$ cat config.mk
export PLATFORM = sky130hd
export DESIGN_NAME = udp_txbuf_loader
export DESIGN_NICKNAME = d
export VERILOG_FILES = /design/src/rtl/udp_txbuf_loader.sv
export SDC_FILE = /design/constraint.sdc
export NUM_CORES = 1
export LEC_CHECK = 0
export CAP_MARGIN = 20
export CORE_ASPECT_RATIO = 1.75
export CORE_MARGIN = 2
export CORE_UTILIZATION = 40
export DETAILED_ROUTE_END_ITERATION = 6
export MAX_ROUTING_LAYER = met4
export SLEW_MARGIN = 10
export SYNTH_ARGS = -nofsm -noshare
export SYNTH_HDL_FRONTEND = slang
export SYNTH_SLANG_ARGS = --single-unit
$ cat constraint.sdc
create_clock -name clk -period 7.46 [get_ports clk]
set_clock_uncertainty 0.2 [all_clocks]
set_input_delay 0.746 -clock clk [delete_from_list [all_inputs] [get_ports clk]]
set_output_delay 0.746 -clock clk [all_outputs]
set_load 0.05 [all_outputs]
$ cat src/rtl/udp_txbuf_loader.sv
// CPU-side loader for the shared UDP TX buffer: packs a byte stream into
// 32-bit little-endian words, writes a length header into word 0 and hands
// the buffer to the ROS2 engine with a one-cycle release pulse.
//
// state     | meaning
// ----------+--------------------------------------------------------------
// IDLE      | buffer not owned; wait for the arbiter grant
// FILL      | accept payload bytes, write each completed word
// HDR       | write the length header into word 0
// REL       | pulse the release to the arbiter
// WAIT_DROP | wait for the arbiter to take the grant away
// DRAIN     | swallow the tail of an oversized frame through tlast
module udp_txbuf_loader #(
    parameter int ADDR_WIDTH = 9,
    parameter int MAX_BYTES  = ((1 << ADDR_WIDTH) - 1) * 4
) (
    input  logic                  clk,
    input  logic                  rst,
    input  logic [7:0]            s_axis_tdata,
    input  logic                  s_axis_tvalid,
    output logic                  s_axis_tready,
    input  logic                  s_axis_tlast,
    input  logic                  txbuf_grant,
    output logic                  txbuf_rel,
    output logic [ADDR_WIDTH-1:0] txbuf_addr,
    output logic                  txbuf_ce,
    output logic                  txbuf_we,
    output logic [31:0]           txbuf_wdata,
    output logic                  busy,
    output logic                  overflow,
    output logic                  abort
);

    typedef enum logic [2:0] {
        IDLE, FILL, HDR, REL, WAIT_DROP, DRAIN
    } state_t;

    localparam logic [15:0] MAX_CNT = 16'(MAX_BYTES);

    state_t                state, state_d;
    logic [15:0]           byte_cnt, byte_cnt_d;
    logic [31:0]           word_buf, word_buf_d;
    logic [31:0]           packed_word;
    logic [ADDR_WIDTH-1:0] addr_d;
    logic [31:0]           wdata_d;
    logic                  rel_d, ce_d, ovf_d, abort_d, busy_d;
    logic                  accept;

    // Ready follows the grant live so no byte is handshaken after ownership is lost.
    assign s_axis_tready = !rst && ((state == FILL && txbuf_grant) || state == DRAIN);
    assign accept        = s_axis_tvalid && s_axis_tready;

    // Merge the incoming byte into its lane; lane 0 starts a fresh zeroed word.
    always_comb begin
        packed_word = (byte_cnt[1:0] == 2'd0) ? 32'h0 : word_buf;
        case (byte_cnt[1:0])
            2'd0:    packed_word[7:0]   = s_axis_tdata;
            2'd1:    packed_word[15:8]  = s_axis_tdata;
            2'd2:    packed_word[23:16] = s_axis_tdata;
            default: packed_word[31:24] = s_axis_tdata;
        endcase
    end

    // Next-state and next-output logic; every RAM output and pulse is registered below.
    always_comb begin
        state_d    = state;
        byte_cnt_d = byte_cnt;
        word_buf_d = word_buf;
        addr_d     = txbuf_addr;
        wdata_d    = txbuf_wdata;
        rel_d      = 1'b0;
        ce_d       = 1'b0;
        ovf_d      = 1'b0;
        abort_d    = 1'b0;
        case (state)
            IDLE: begin
                if (txbuf_grant) state_d = FILL;
            end
            FILL: begin
                if (!txbuf_grant) begin
                    // Partial contents are abandoned; the engine never sees them.
                    state_d    = IDLE;
                    byte_cnt_d = 16'd0;
                    abort_d    = (byte_cnt != 16'd0);
                end else if (accept) begin
                    if (byte_cnt == MAX_CNT) begin
                        ovf_d      = 1'b1;
                        byte_cnt_d = 16'd0;
                        state_d    = s_axis_tlast ? FILL : DRAIN;
                    end else begin
                        word_buf_d = packed_word;
                        byte_cnt_d = byte_cnt + 16'd1;
                        if (byte_cnt[1:0] == 2'd3 || s_axis_tlast) begin
                            ce_d    = 1'b1;
                            addr_d  = ADDR_WIDTH'(byte_cnt[15:2]) + ADDR_WIDTH'(1);
                            wdata_d = packed_word;
                        end
                        if (s_axis_tlast) state_d = HDR;
                    end
                end
            end
            HDR: begin
                ce_d    = 1'b1;
                addr_d  = '0;
                wdata_d = {16'h0000, byte_cnt};
                state_d = REL;
            end
            REL: begin
                rel_d   = 1'b1;
                state_d = WAIT_DROP;
            end
            WAIT_DROP: begin
                if (!txbuf_grant) begin
                    state_d    = IDLE;
                    byte_cnt_d = 16'd0;
                end
            end
            DRAIN: begin
                if (accept && s_axis_tlast) state_d = FILL;
            end
            default: state_d = IDLE;
        endcase
        busy_d = (state_d == HDR) || (state_d == REL) || (state_d == WAIT_DROP) ||
                 (state_d == DRAIN) || (state_d == FILL && byte_cnt_d != 16'd0);
    end

    // State, counters and registered outputs with synchronous reset.
    always_ff @(posedge clk) begin
        if (rst) begin
            state       <= IDLE;
            byte_cnt    <= 16'd0;
            word_buf    <= 32'h0;
            txbuf_rel   <= 1'b0;
            txbuf_ce    <= 1'b0;
            txbuf_we    <= 1'b0;
            txbuf_addr  <= '0;
            txbuf_wdata <= 32'h0;
            busy        <= 1'b0;
            overflow    <= 1'b0;
            abort       <= 1'b0;
        end else begin
            state       <= state_d;
            byte_cnt    <= byte_cnt_d;
            word_buf    <= word_buf_d;
            txbuf_rel   <= rel_d;
            txbuf_ce    <= ce_d;
            txbuf_we    <= ce_d;
            txbuf_addr  <= addr_d;
            txbuf_wdata <= wdata_d;
            busy        <= busy_d;
            overflow    <= ovf_d;
            abort       <= abort_d;
        end
    end

endmodule

==> run_1/registers.png <==
The bar under the picture is 20 µm long. Other sequential cells in the stronger grey, the rest of the logic in the fainter grey.
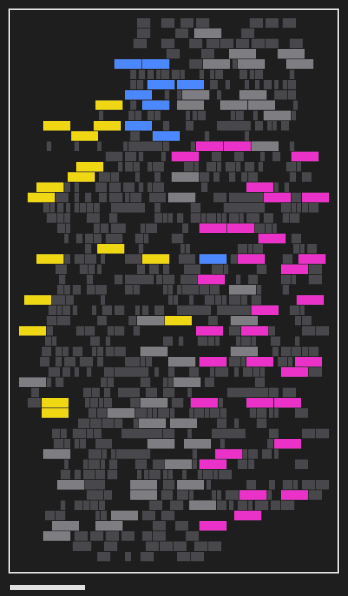
legend:
  blue:
    name_in_the_netlist: `txbuf_addr`
    sequential_cells: 9
    where: top middle
  yellow:
    name_in_the_netlist: `byte_cnt`
    sequential_cells: 16
  magenta:
    name_in_the_netlist: `word_buf`
    sequential_cells: 32
Post-Route Utilization: 0.481
total sequential power: 0.523 mW
FF/Latch Area: 1940 µm²
sequential cell area share: 0.340

==> run_1/gate_families.png <==
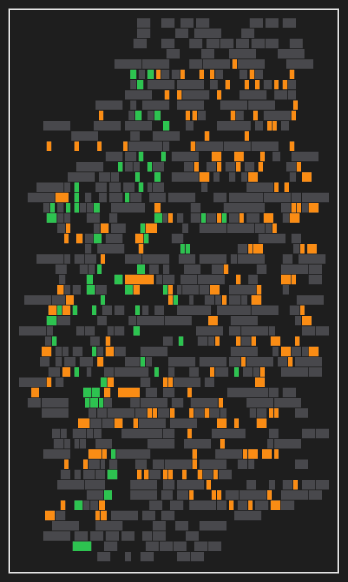
legend:
  green:
    family: NAND gates
    cells: 62
    most_used: nand2_1
  orange:
    family: NOR gates
    cells: 159
    most_used: nor2_1
    where: widely spread

==> results.yml, run 1 <==
# synthesis and place-and-route metrics
power_and_ir_drop:
  powerDensity_nw_per_um2: 197
  power_mw: 1.12
  power_frac_clock: 0.483
  power_leakage_nw: 1.85
  combinationalPower_mw: 0.0583
  netSwitchingFraction: 0.226
  top_power_group: "clock"
  p_int_mw: 0.870
  clk-power_mw: 0.542
global_route:
  grt_overflow: 0
  busiest_layer: "met2"
  grt_pass1_wl_mm: 23.1
  grt_max_degree: 102
  grt_util_met3: 0.0315
  grt_use_met2: 0.381
clock_network:
  hold_buffers: 0
  cts_tree: "done"
  insertion_delay_ps: 340
  cts_made_buffers: 9
  cts_buffer_depth: 2
  cts_num_sinks: 97
yosys:
  topCellsByArea: "dfxtp_1 (40%), nor2_1 (8.5%), a21oi_1 (5.7%)"
  synth_top_area_share: 0.404
  flop_cell: "dfxtp_1"
  ys_seq_frac: 0.404
  common_cells: "nor2_1 (109), dfxtp_1 (97), a21oi_1 (55)"
  avgSynthCellArea_um2: 8.09
  syn_inst: 594
  syn_area_um2: 4800
  yosysUniqueCellTypes: 58
  floorplan.nets: 615
  yosysTopAreaCell: "dfxtp_1"
  edf_count: 0
setup_path:
  r2r-start: "byte_cnt[2]"
  required_ps: 7450
  path_class: "input pin to register"
  reg2reg_to: "txbuf_wdata[13]"
  r2r_slack_ps: 3470
  cp.arrival_ps: 4260
  crit_start: "rst"
  reg2reg_depth: 9
  crit_end: "txbuf_wdata[13]"
layout:
  comb_cells: 432
  fin_cells: 753
  buffer_area_frac: 0.110
  n_all_inverters: 7
  largestClassByArea: "combinational gates"
  nFillCells: 1155
  diodes: 0
  mostFrequentLayoutCell: "nor2_1"
  nClkBuffers: 9
  clock_area_frac: 0.0613
  nFlopsAndLatches: 97
  lay_top_cells: "nor2_1 (109), dfxtp_1 (97), clkdlybuf4s50_1 (59)"
  area_growth_pct: 18.9
  final_design_area_no_fill_um2: 5710
floorplanning:
  fp-utilization: 0.405
  tap-cell-count: 137
  num_rows: 53
  core_region_area_um2: 11900
  dieArea_um2: 12900
placement:
  gpl.final_weighted_congestion: 0.968
  dp.cells: 737
  place_ws_ps: 2880
  post_dp_cell_area_um2: 5360
route:
  dr.first_iter.drc_count: 286
  firstDrtPassIters: 5
  top_layer: "met4"
  avgRoutedWirePerCell_um: 18.9
  vias_per_cell: 5.95
  drt.antenna.violating_nets: 0
  dr_wl_met2_mm: 7.37
  vias: 4483
final_timing:
  max_freq_mhz: 234
  fin_ws_ps: 3190
  fin_setup_tns_ps: 0
  min_period_ps: 4270
  hold_violations: 0
  worst_pin_slew_ps: 1070
  period_used_share: 0.572
  slew_violations: 0
  whs_ps: 274
run:
  warnings: 34
min_path:
  hold_class: "register to register"
  hold_end: "txbuf_addr[6]"
  whs_path_depth: 2
outcome:
  status: "complete, no violations"
==> run_1/final_congestion.png <==
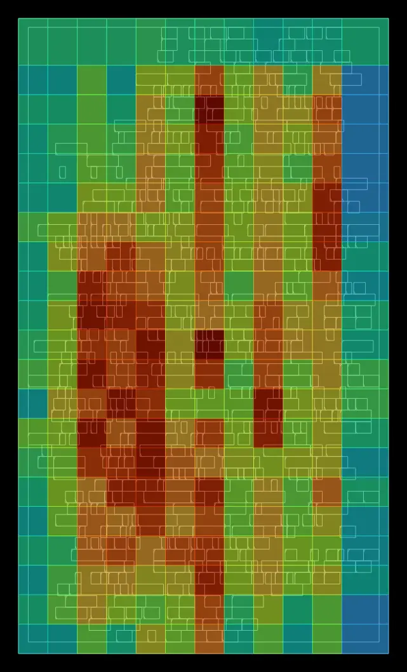
met1 Usage GRT: 0.276
Global Route Usage Sum: 0.238

-- run 1: critical path: stages --
cell	delay (ps)
buf_2	100
buf_4	390
and4bb_2	500
nand2_1	150
nor3_4	200
buf_4	560
o21a_1	730
nor2_1	380
a221oi_1	370
nor2_1	70
-- run 1: logic make-up after synthesis --
group,after synthesis,share of synthesized area
adder cells (fa/ha/maj),8,0.0208
flip-flops,97,0.404
XOR/XNOR,6,0.0109
buffers and inverters,65,0.0578
AND/OR/NAND/NOR,245,0.261
AND-OR/OR-AND,165,0.228
multiplexers,8,0.0167
-- run 1: state kept, by name (all words and copies together) (netlist names) --
name	cells
txbuf_wdata	32
word_buf	32
byte_cnt	16
txbuf_addr	9
state	3
abort	1
busy	1
overflow	1
txbuf_rel	1
txbuf_we	1
==> run_1/cell_classes.png <==
The bar under the picture is 20 µm long.
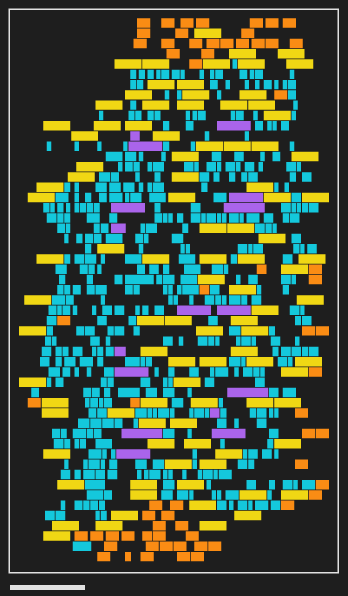

==> run 1 -> run 2 <==
==> constraint.sdc (replaced) <==
create_clock -name clk -period 4.48 [get_ports clk]
set_clock_uncertainty 0.2 [all_clocks]
set_input_delay 0.448 -clock clk [delete_from_list [all_inputs] [get_ports clk]]
set_output_delay 0.448 -clock clk [all_outputs]
set_load 0.05 [all_outputs]
==> run_2/cell_classes.png <==
The bar under the picture is 20 µm long.
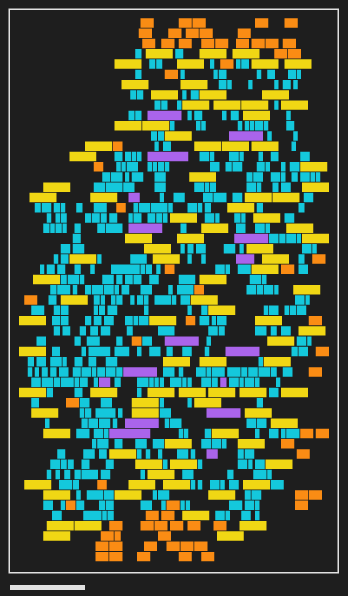
legend:
  orange:
    class: other buffers and delay cells
    cells: 69
    share_of_their_area: 12%
  purple:
    class: clock drivers and dummy loads
    cells: 16
    share_of_their_area: 5.9%
  cyan:
    class: all other logic
    cells: 439
    share_of_their_area: 47%
  yellow:
    class: flops
    cells: 97
    share_of_their_area: 35%
Rows: 53
sequential cell area share: 0.339

==> run 2 against run 1 <==
Compared with the run above:
- hold slack lost 90 ps
- first-iteration DRC count is 0.35% lower
- sequential share of layout area shrank 0.10 points
- largest power group is now sequential cells
- non-clock buffer count rose by 5
- critical path depth decreased by 1
- power grew 61%
- via count is 0.51% higher
- final area up 0.31%
- highest routed layer unchanged
- critical endpoint is now txbuf_wdata[2]
- clock-buffer cell count grew 1
==> results.yml, run 2 <==
# synthesis and place-and-route metrics
placement:
  dp_hpwl_mm: 9.91
  place_ws_ps: 1030
  gpl.final_weighted_congestion: 0.946
  post_dp_cell_area_um2: 5400
  dp.cells: 742
  io_buffers: 60
yosys:
  ys_sh_aoi: 0.228
  edf_count: 0
  async_flop_share: 0
  yosysTopAreaCell: "dfxtp_1"
  syn_area_um2: 4800
  yosysUniqueCellTypes: 58
  avgSynthCellArea_um2: 8.09
  topCellsByArea: "dfxtp_1 (40%), nor2_1 (8.5%), a21oi_1 (5.7%)"
  syn_inst: 594
  floorplan.nets: 615
  yosys_cells: 594
  ys_ff: 97
  ys_seq_frac: 0.404
  ys_sh_mux: 0.0167
  ys_sh_simple: 0.261
  post-synth-top-count-cell: "nor2_1"
  ys_area_um2: 4800
  xor_area_frac: 0.0109
  topCombFamilyByArea: "simple AND/OR/NAND/NOR gates"
  synth_top_area_share: 0.404
  common_cells: "nor2_1 (109), dfxtp_1 (97), a21oi_1 (55)"
  adder_share: 0.0208
  synth-warning-count: 0
  flop_cell: "dfxtp_1"
setup_path:
  crit_path_top_delay_cell: "nor2_1"
  path_class: "register to register"
  cp.depth: 9
  path_max_fanout: 25
  path_delay_family: "simple AND/OR/NAND/NOR gates"
  required_ps: 4550
  reg2reg_to: "txbuf_wdata[2]"
  start_kind: "register"
  reg2reg_depth: 9
  crit_path_end_kind: "register"
  cp_common_cell: "nor2_1"
  crit_buf_inv: 1
  cpPeakStageDelay_ps: 620
  crit_end: "txbuf_wdata[2]"
  crit_start: "byte_cnt[3]"
  r2r_slack_ps: 1050
  cp.arrival_ps: 3500
  r2r-start: "byte_cnt[3]"
  crit_chain: "ha_1, nand4_1, nor4_4, nor3_4, o21a_1, buf_4, nor2_1, a221oi_1, nor2_1"
final_timing:
  slew_violations: 0
  rsz0062_at_grt: "false"
  max_freq_mhz: 292
  fin_ws_ps: 1050
  relSlewSlack: 0.345
  final-setup-viol-count: 0
  fin_setup_tns_ps: 0
  min_period_ps: 3430
  worst_pin_slew_ps: 983
  whs_ps: 183
  hold_violations: 0
  period_used_share: 0.765
floorplanning:
  core_region_area_um2: 11900
  fp.dieH_um: 149
  fp-utilization: 0.405
  die_w_um: 86.8
  dieArea_um2: 12900
  pin_count: 61
clock_network:
  cts_num_sinks: 97
  post_cts_buffers: 0
  insertion_delay_ps: 340
  cts_tree: "done"
  cts_max_level: 3
  hold_buffers: 0
  clk_pin_slew_ps: 70
  cts_resized: 0
  cts-root-buf: "clkbuf_16"
  cts_buffer_depth: 2
  cts_made_buffers: 9
outcome:
  status: "complete, no violations"
global_route:
  grt_usage: 0.227
  grt_max_degree: 94
  grt_pass1_vias: 4144
  antenna_found_initial: 0
  grt_pass1_wl_mm: 22.1
  grt_overflow: 0
route:
  firstDrtPassIters: 7
  top_layer: "met4"
  dr_wl_met2_mm: 7.51
  wl_mm: 14.1
  drt.antenna.violating_nets: 0
  drc: 0
  vias_per_cell: 5.94
  avgRoutedWirePerCell_um: 18.6
  vias: 4506
  drt-met1-wl_mm: 5.26
  dr.first_iter.drc_count: 285
  wl_met3_um: 632
min_path:
  min_from: "rst"
  hold_class: "input pin to register"
power_and_ir_drop:
  p_int_mw: 1.40
  clk-power_mw: 0.839
  combinationalPower_mw: 0.0968
  power_leakage_nw: 1.87
  switchingPower_mw: 0.403
  power_mw: 1.81
  pwr-share-seq: 0.482
  top_power_group: "sequential cells"
  seq_power_mw: 0.872
  powerDensity_nw_per_um2: 316
  power_frac_clock: 0.464
  netSwitchingFraction: 0.223
  vdd_ir_drop_max_mv: 0.203
  combPwrFrac: 0.054
layout:
  mostFrequentLayoutCell: "nor2_1"
  final_design_area_no_fill_um2: 5730
  utilization: 0.483
  comb_area_um2: 2590
  nFillCells: 1160
  area_growth_pct: 19.2
  lay_top_cells: "nor2_1 (109), dfxtp_1 (97), clkdlybuf4s50_1 (59)"
  top_regs: "txbuf_wdata x32, word_buf x32, byte_cnt x16"
  drive_above_1_share: 0.0612
  ff_latch_area_um2: 1940
  nets: 637
  diodes: 0
run:
  maxCapViolCount: 0
  warnings: 32
==> run_2/gate_families.png <==
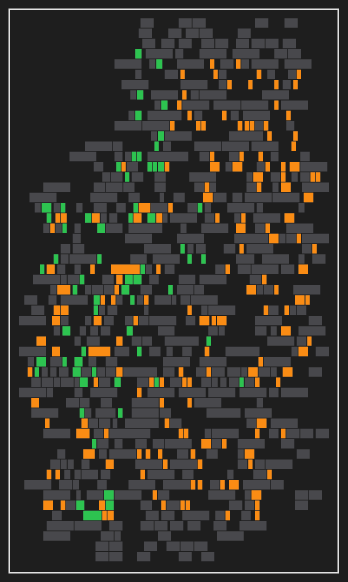
legend:
  green:
    family: NAND gates
    cells: 62
    most_used: nand2_1
  orange:
    family: NOR gates
    cells: 159
    most_used: nor2_1
    where: widely spread
final non-filler cell total: 758
Comb/total area: 0.453

-- run 2: area by class of cell --
| class | count | share of cell area |
|---|---|---|
| repair buffers | 69 | 0.116 |
| inverters | 7 | 0.00459 |
| clock inverters | 6 | 0.0159 |
| well taps | 137 | 0.0299 |
| flip-flops and latches | 97 | 0.339 |
| clock buffers | 10 | 0.0417 |
| multi-input cells | 432 | 0.453 |
-- run 2: per-layer routing --
layer / GRT usage / vias to the layer above
met4: 0.123 / 0
met2: 0.380 / 129
li1: - / 2197
met5: - / -
met1: 0.255 / 2133
met3: 0.0360 / 47
-- run 2: worst min path at each step --
stage / end / cells past startpoint
floorplan: txbuf_wdata[15] / 2
global placement: txbuf_addr[6] / 2
detailed placement: txbuf_addr[6] / 2
CTS: state[1] / 2
global route: state[1] / 2
finish: state[2] / 2
==> run_2/registers.png <==
The bar under the picture is 20 µm long. Other sequential cells in the stronger grey, the rest of the logic in the fainter grey.
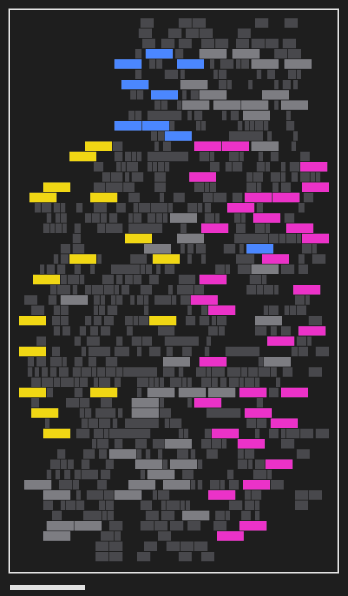

==> run 2 -> run 3 <==
==> constraint.sdc (replaced) <==
create_clock -name clk -period 3.3 [get_ports clk]
set_clock_uncertainty 0.2 [all_clocks]
set_input_delay 0.33 -clock clk [delete_from_list [all_inputs] [get_ports clk]]
set_output_delay 0.33 -clock clk [all_outputs]
set_load 0.05 [all_outputs]
==> run_3/registers.png <==
The bar under the picture is 20 µm long. Other sequential cells in the stronger grey, the rest of the logic in the fainter grey.
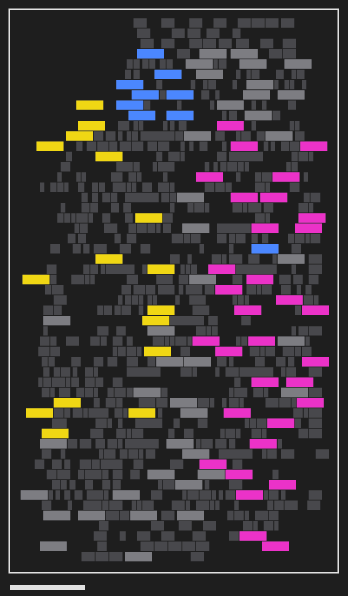
legend:
  magenta:
    name_in_the_netlist: `word_buf`
    sequential_cells: 32
  yellow:
    name_in_the_netlist: `byte_cnt`
    sequential_cells: 16
  blue:
    name_in_the_netlist: `txbuf_addr`
    sequential_cells: 9
    where: top middle
sequential cell area share: 0.331
Post-Route Utilization: 0.494
total sequential power: 1.18 mW

==> run 3 against run 2 <==
Compared with the run above:
- clock-buffer cell count decreased by 1
- critical path depth is 1 lower
- synthesized area unchanged
- routed wire length rose by 8.1%
- core utilization grew 1.2 points
- hold slack got worse by 20 ps
- die area is the same
==> results.yml, run 3 <==
# synthesis and place-and-route metrics
layout:
  largestClassByArea: "combinational gates"
  comb_cells: 432
  n_all_inverters: 7
  drive_above_1_share: 0.0919
  diodes: 0
  nClkBuffers: 9
  clock_area_frac: 0.0514
  final_design_area_no_fill_um2: 5870
  nFillCells: 1138
  nets: 658
  fin_cells: 779
  nFlopsAndLatches: 97
outcome:
  status: "complete, no violations"
setup_path:
  required_ps: 3320
  crit_path_top_delay_cell: "or3b_2"
  reg2reg_to: "word_buf[15]"
  reg2reg_depth: 10
  cpPeakStageDelay_ps: 560
  crit_start: "txbuf_grant"
  crit_end: "busy"
  crit_path_end_kind: "register"
  crit_chain: "clkdlybuf4s50_1, or3b_2, a221oi_2, o31ai_1, a32oi_1, nand2_1, nor4bb_1, a31oi_1"
yosys:
  ys_ff: 97
  async_flop_share: 0
  adder_share: 0.0208
  ys_sh_aoi: 0.228
  floorplan.nets: 615
  flop_cell: "dfxtp_1"
  syn_inst: 594
  ys_sh_simple: 0.261
  avgSynthCellArea_um2: 8.09
  post-synth-top-count-cell: "nor2_1"
floorplanning:
  dieArea_um2: 12900
  core_region_area_um2: 11900
  pin_count: 61
  fp-utilization: 0.405
  fp.dieH_um: 149
global_route:
  grt_use_met2: 0.434
  grt_util_met3: 0.0382
  grt_pass1_vias: 4401
  antenna_found_initial: 0
  grt_usage: 0.245
final_timing:
  fin_setup_tns_ps: 0
  slew_violations: 0
  rsz0062_at_grt: "false"
  final-setup-viol-count: 0
  max_freq_mhz: 349
  fin_ws_ps: 438
  worst_pin_slew_ps: 929
power_and_ir_drop:
  netSwitchingFraction: 0.241
  power_leakage_nw: 1.97
  powerDensity_nw_per_um2: 408
  power_frac_clock: 0.448
  clk-power_mw: 1.07
clock_network:
  cts_buffer_depth: 2
  hold_buffers: 0
  cts_num_sinks: 97
  insertion_delay_ps: 340
  cts_tree: "done"
  post_cts_buffers: 0
  cts_max_level: 3
placement:
  post_dp_cell_area_um2: 5570
  dp_hpwl_mm: 11.0
  io_buffers: 60
route:
  drt.antenna.violating_nets: 0
  firstDrtPassIters: 5
  dr_wl_met2_mm: 8.34
  vias_per_cell: 5.95
min_path:
  min_from: "rst"
  hold_class: "input pin to register"
==> run_3/cell_classes.png <==
The bar under the picture is 20 µm long.
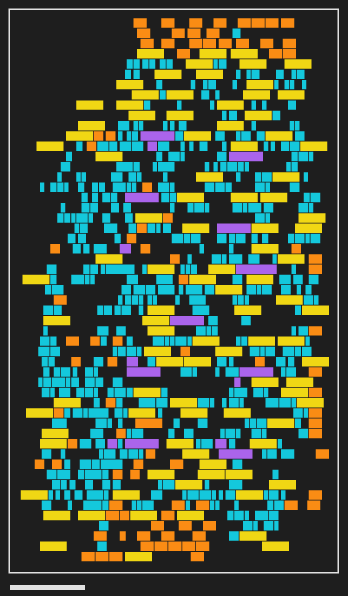
legend:
  purple:
    class: clock drivers and dummy loads
    cells: 16
    share_of_their_area: 5.3%
  yellow:
    class: flops
    cells: 97
    share_of_their_area: 34%
  orange:
    class: other buffers and delay cells
    cells: 90
    share_of_their_area: 15%
  cyan:
    class: all other logic
    cells: 439
    share_of_their_area: 46%

[run 3: cell counts after synthesis]
Identical to the previous run, type by type.
[run 3: worst min path at each step]
| stage | endpoint | slack, ps | cells after the start |
|---|---|---|---|
| floorplan | txbuf_wdata[15] | 260 | 2 |
| global placement | txbuf_addr[6] | 260 | 2 |
| detailed placement | txbuf_addr[6] | 260 | 2 |
| CTS | byte_cnt[15] | 160 | 2 |
| global route | byte_cnt[14] | 190 | 2 |
| finish | byte_cnt[15] | 160 | 2 |
[run 3: critical path: cells and delay by family]
| family | cells | cell delay (ps) |
|---|---|---|
| AOI/OAI and AO/OA | 4 | 1040 |
| buffers and inverters | 1 | 540 |
| and+or+nand+nor | 3 | 970 |
No activity file was given, so power comes from the tool's default toggle rates.
